--- config.mk ---
export PLATFORM = sky130hd
export DESIGN_NAME = alu
export DESIGN_NICKNAME = d
export VERILOG_FILES = /design/src/rtl/alu.sv
export SDC_FILE = /design/constraint.sdc
export NUM_CORES = 1
export LEC_CHECK = 0
export ABC_AREA = 1
export CORE_ASPECT_RATIO = 0.5
export CORE_MARGIN = 10
export CORE_UTILIZATION = 40
export DETAILED_ROUTE_END_ITERATION = 8
export HOLD_SLACK_MARGIN = 0.03
export SYNTH_ARGS = -nofsm -noshare
export SYNTH_HDL_FRONTEND = slang
export SYNTH_SLANG_ARGS = --single-unit
export TNS_END_PERCENT = 30
--- constraint.sdc ---
create_clock -name clock -period 1.9 [get_ports clock]
set_input_delay 0.475 -clock clock [delete_from_list [all_inputs] [get_ports clock]]
set_output_delay 0.475 -clock clock [all_outputs]
set_load 0.02 [all_outputs]
--- src/rtl/alu.sv ---
// Four-bank 32-bit registered ALU: each bank turns a command packet into a
// status/result packet one clock later. Banks share only clock and reset.
package alu_pkg;
  typedef enum logic [1:0] {
    NO_OP    = 2'd0,
    ADD      = 2'd1,
    SUBTRACT = 2'd2,
    AND      = 2'd3
  } command_names_t;

  typedef enum logic [1:0] {
    NO_RESPONSE = 2'd0,
    SUCCESS     = 2'd1,
    OVERFLOW    = 2'd2,
    UNDERFLOW   = 2'd3
  } response_names_t;

  typedef struct packed {
    command_names_t command;
    logic [31:0]    data1;
    logic [31:0]    data2;
  } input_packet_t;

  typedef struct packed {
    response_names_t response;
    logic [31:0]     data;
  } output_packet_t;
endpackage

module alu
  import alu_pkg::*;
(
  input  logic                 clock,
  input  logic                 reset,
  input  input_packet_t  [3:0] input_packet,
  output output_packet_t [3:0] output_packet
);

  output_packet_t [3:0] next_packet;
  logic [32:0]          sum [4];

  always_comb begin
    next_packet = output_packet;
    for (int unsigned i = 0; i < 4; i++) begin
      sum[i] = {1'b0, input_packet[i].data1} + {1'b0, input_packet[i].data2};
      case (input_packet[i].command)
        NO_OP: begin
          // Data deliberately keeps its last value; only the status clears.
          next_packet[i].response = NO_RESPONSE;
        end
        ADD: begin
          next_packet[i].data     = sum[i][31:0];
          next_packet[i].response = sum[i][32] ? OVERFLOW : SUCCESS;
        end
        SUBTRACT: begin
          next_packet[i].data     = input_packet[i].data1 - input_packet[i].data2;
          next_packet[i].response = (input_packet[i].data2 > input_packet[i].data1)
                                    ? UNDERFLOW : SUCCESS;
        end
        AND: begin
          next_packet[i].data     = input_packet[i].data1 & input_packet[i].data2;
          next_packet[i].response = SUCCESS;
        end
        default: next_packet[i].response = NO_RESPONSE;
      endcase
    end
  end

  always_ff @(posedge clock or negedge reset) begin
    if (!reset) output_packet <= '0;
    else        output_packet <= next_packet;
  end

endmodule

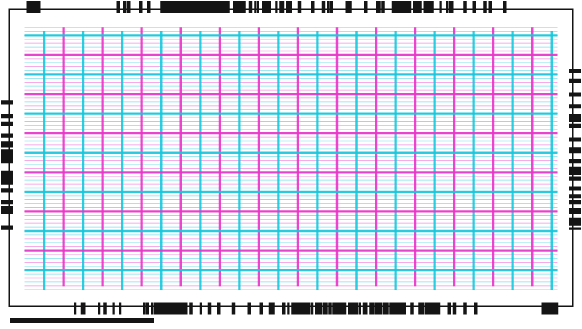
Figure 1: floorplan with the power grid.
The bar under the picture is 100 um long. Pins as bars on the die edge.
cyan -> VSS
magenta -> VDD
signal pins = 402
met1 rails = 68

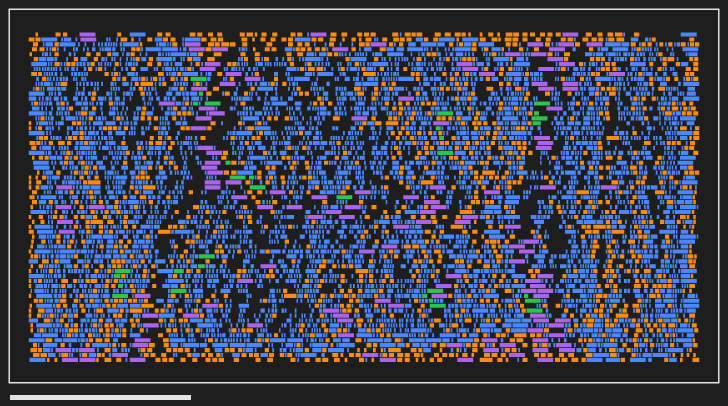
Figure 2: cells colored by class.
The bar under the picture is 100 um long.
blue -> all other logic  # cells 4982
orange -> other buffers and delay cells  # cells 1458
purple -> flip-flops  # cells 136
green -> clock drivers and dummy loads  # cells 32
Seq area share: 7.44%
Final Util: 67.8%

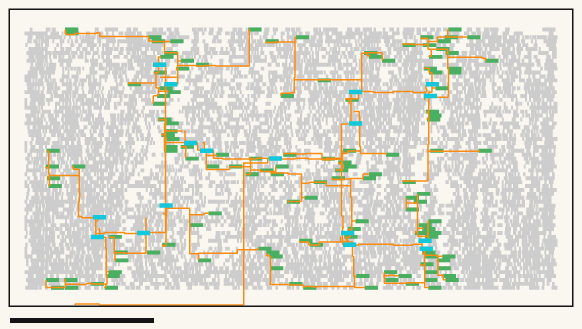
Figure 3: clock network drawn from the DEF.
The bar under the picture is 100 um long.
green -> flip-flops  # count 136
cyan -> cells driving clock nets  # count 17
orange -> clock wires  # length 2920 um
routed clock nets = 18

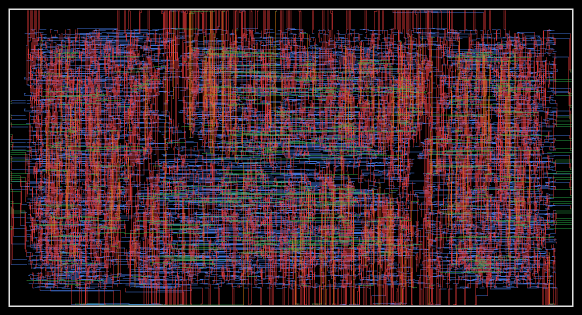
Figure 4: wiring by layer.
blue -> met1  # wire length 54.0 mm
green -> met3  # wire length 8350 um
orange -> met4  # wire length 6870 um
red -> met2  # wire length 64.8 mm

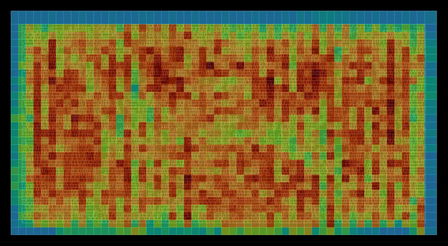
Figure 5: congestion heat map.
GR met3 Demand/Resource: 3.41%
most used routing layer: met2
routed wirelength normalized by instance count: 17.8 um
Total GRT Usage: 31.6%
met2 usage: 56.0%

## area by class of cell
class,count,share of cell area (%)
diodes,5,0.0273
clock buffers,18,0.960
clock inverters,14,0.287
inverters,1190,9.89
multi-input cells,3792,53.3
flip-flops and latches,136,7.44
well taps,897,2.45
repair buffers,1458,25.6
## critical path: stages
cell and delay (ns):
sky130_fd_sc_hd__buf_6 0.07, sky130_fd_sc_hd__buf_6 0.11, sky130_fd_sc_hd__inv_12 0.03, sky130_fd_sc_hd__ha_4 0.15
sky130_fd_sc_hd__fa_2 0.39, sky130_fd_sc_hd__inv_2 0.09, sky130_fd_sc_hd__nand2_4 0.06, sky130_fd_sc_hd__o21ai_4 0.18
sky130_fd_sc_hd__buf_6 0.13, sky130_fd_sc_hd__nand2_4 0.05, sky130_fd_sc_hd__nand2_4 0.10, sky130_fd_sc_hd__nand3_4 0.08
sky130_fd_sc_hd__nand2_2 0.06, sky130_fd_sc_hd__nand2_1 0.05, sky130_fd_sc_hd__nand3_1 0.07, sky130_fd_sc_hd__nand3_1 0.09
sky130_fd_sc_hd__nor2_2 0.11, sky130_fd_sc_hd__nor2_1 0.05
## layer usage
| metal | routed length (um) | share of wire, % |
|---|---|---|
| met5 | 0 | 0 |
| met1 | 54000 | 40 |
| met2 | 64800 | 48 |
| met4 | 6870 | 5.1 |
| met3 | 8350 | 6.2 |
## stage by stage
| stage | hold WS [ns] | instances |
|---|---|---|
| global route | 0.423 | 7509 |
| detailed placement | 0.395 | 7341 |
| CTS | 0.451 | 7451 |
| finish | 0.409 | 7510 |
| floorplan | 0.179 | 5272 |
| global placement | 0.394 | 7341 |
## worst paths after layout
path,startpoint,to
max,input_packet[164],output_packet[84]
min,input_packet[198],output_packet[102]
max reg2reg,output_packet[58],output_packet[58]
min reg2reg,output_packet[124],output_packet[124]
max in group asynchronous,reset,output_packet[41]
min in group asynchronous,reset,output_packet[9]
## cell families (layout without fill, tap and decap cells)
family                   Yosys count  after routing  share of synthesized area [%]
flip-flops                       136            136                           12.4
buffers and inverters           1344           2680                           19.5
other                              0              5                              0
adder cells (fa/ha/maj)          268            268                           12.4
AND/OR/NAND/NOR                 2886           2886                           43.0
AND-OR/OR-AND                    629            629                           12.4
XOR/XNOR                           9              9                          0.287
## timing repair
action	in CTS	in global routing
setup endpoints to repair	260	126
pin swaps	329	332
gates resized	1403	873
endpoints found under the hold margin	23	0
setup buffers	84	56
hold buffers	1	0
## where the power goes
part           leakage, nW  total [W]  internal [W]  switching (W)
Sequential            1.59    0.00370       0.00336       0.000335
Clock                0.271    0.00349       0.00176        0.00174
Combinational         23.4     0.0146       0.00618        0.00841
Total                 25.3     0.0218        0.0113         0.0105
==> impl_results.rst <==
Flow metrics
------------

.. list-table::
   :header-rows: 1

   * - Metric
     - Value
   * - Outcome
     - finished with violations
   * - Violations in the final reports
     - setup timing
   * - PnR Total Power
     - 0.0218 W
   * - Post-route minimum period
     - 1.99 ns
   * - Seq cells post-synth
     - 136
   * - Post-place setup slack
     - -1.11 ns
   * - Global placement routability congestion
     - 1.02
   * - Slew margin rel.
     - 72.9%
   * - Mean Syn Cell Area
     - 5.21 um^2
   * - Top logic cell by instance count in the layout
     - sky130_fd_sc_hd__nand2_1
   * - Full die area
     - 80200 um^2
   * - # DRC
     - 0
   * - Final period utilization
     - 105%
   * - GR met1 Demand/Resource
     - 38.0%
   * - Data arrival time of the worst path
     - 2.34 ns
   * - Count of endpoints failing hold in the final timing report
     - 0
   * - Fraction of registers with async set or reset after synthesis
     - 100%
   * - Register ranked first by flip-flop count
     - output_packet
   * - Count of max-cap constraint violations
     - 0
   * - H-Tree Depth
     - 4
   * - Depth of the worst hold-timing path
     - 3
   * - Starting DRC count in detailed routing
     - 2903
   * - Sequential cell area
     - 3400 um^2
   * - Crit path DRT
     - 2.26 ns
   * - Clk_lat worst skew
     - 0.47 ns
   * - Total Neg Setup Slack
     - -0.566 ns
   * - Global route overflow
     - 0
   * - Fp util
     - 40.7%
   * - Yosys-reported design area after synthesis
     - 27500 um^2
   * - Filler instances
     - 6249
   * - PnR worst setup slack
     - -0.0879 ns
   * - Post-route cell area
     - 45800 um^2
   * - Net count of the mapped netlist
     - 5806
   * - Reg2reg path depth
     - 3
   * - Post-Syn Instances
     - 5272
   * - Largest registers
     - output_packet (136)
   * - Pin count of the biggest net entering global routing
     - 39
   * - Clock Sink Count
     - 136
   * - Row count
     - 67
   * - Number of primary I/O pins
     - 402
   * - Area after detailed placement
     - 39300 um^2
   * - Top cells by instance count after synthesis
     - 1760 x sky130_fd_sc_hd__nand2_1, 1168 x sky130_fd_sc_hd__inv_1, 589 x sky130_fd_sc_hd__nor2_1
   * - Count of buffers inserted at the top-level ports
     - 401
   * - Max FFs per register
     - 136
   * - Number of buffers inserted during clock tree synthesis
     - 17
   * - Final count of negative-setup-slack endpoints
     - 19
   * - Post-detail-place hpwl
     - 108000 um
   * - Routed Wire Length
     - 134000 um
   * - Clock tree from TritonCTS
     - yes
   * - Areal power density over the cells
     - 476 nW/um^2
   * - Mapped Area
     - 27500 um^2
   * - Share of the yosys chip area belonging to registers
     - 12.4%
   * - Via count of the first global-routing pass
     - 36.9k
   * - Most instantiated flip-flop cell in the synthesis netlist
     - sky130_fd_sc_hd__dfrtp_1
   * - First-pass iteration count of the detailed router
     - 6
   * - Max rail drop VDD
     - 737 uV
   * - Number of synthesis warnings
     - 0
   * - Setup Skew
     - 0 ns
   * - Number of warnings the tools reported
     - 161
   * - Average via count per standard cell
     - 5.06
   * - Global-route wire length before repair
     - 201000 um
   * - Most frequent logic cells in the routed design
     - 1364 x sky130_fd_sc_hd__nand2_1, 967 x sky130_fd_sc_hd__buf_4, 966 x sky130_fd_sc_hd__inv_1
   * - Final Max-Slew Violation Tally
     - 0
   * - Critical path capture point type
     - register
   * - Area of the core
     - 67500 um^2
   * - Number of enable-type register cells in the synthesized netlist
     - 0
   * - Clock transition at the registers of the reported paths
     - 0.06 ns
   * - Largest fanout of any net on the critical path
     - 3
   * - Unique cell types
     - 47
   * - Reg2Reg Setup Slack
     - 0.90 ns
   * - Hold crit path type
     - in2reg
   * - Area fraction of the dominant cell type after synthesis
     - 24.1%
   * - Clk Tree Root Cell
     - sky130_fd_sc_hd__clkbuf_16
   * - Unrepaired setup endpoints after global routing
     - true
   * - Post-synthesis cell count from yosys
     - 5272
   * - Share of cells above drive strength 1
     - 38.7%
   * - Type of element launching the critical path
     - input port
   * - Most area-consuming cells after synthesis
     - sky130_fd_sc_hd__nand2_1 24%, sky130_fd_sc_hd__inv_1 16%, sky130_fd_sc_hd__dfrtp_1 12%
   * - Vertical die dimension
     - 205 um
Power is estimated from default activity; no workload was simulated.
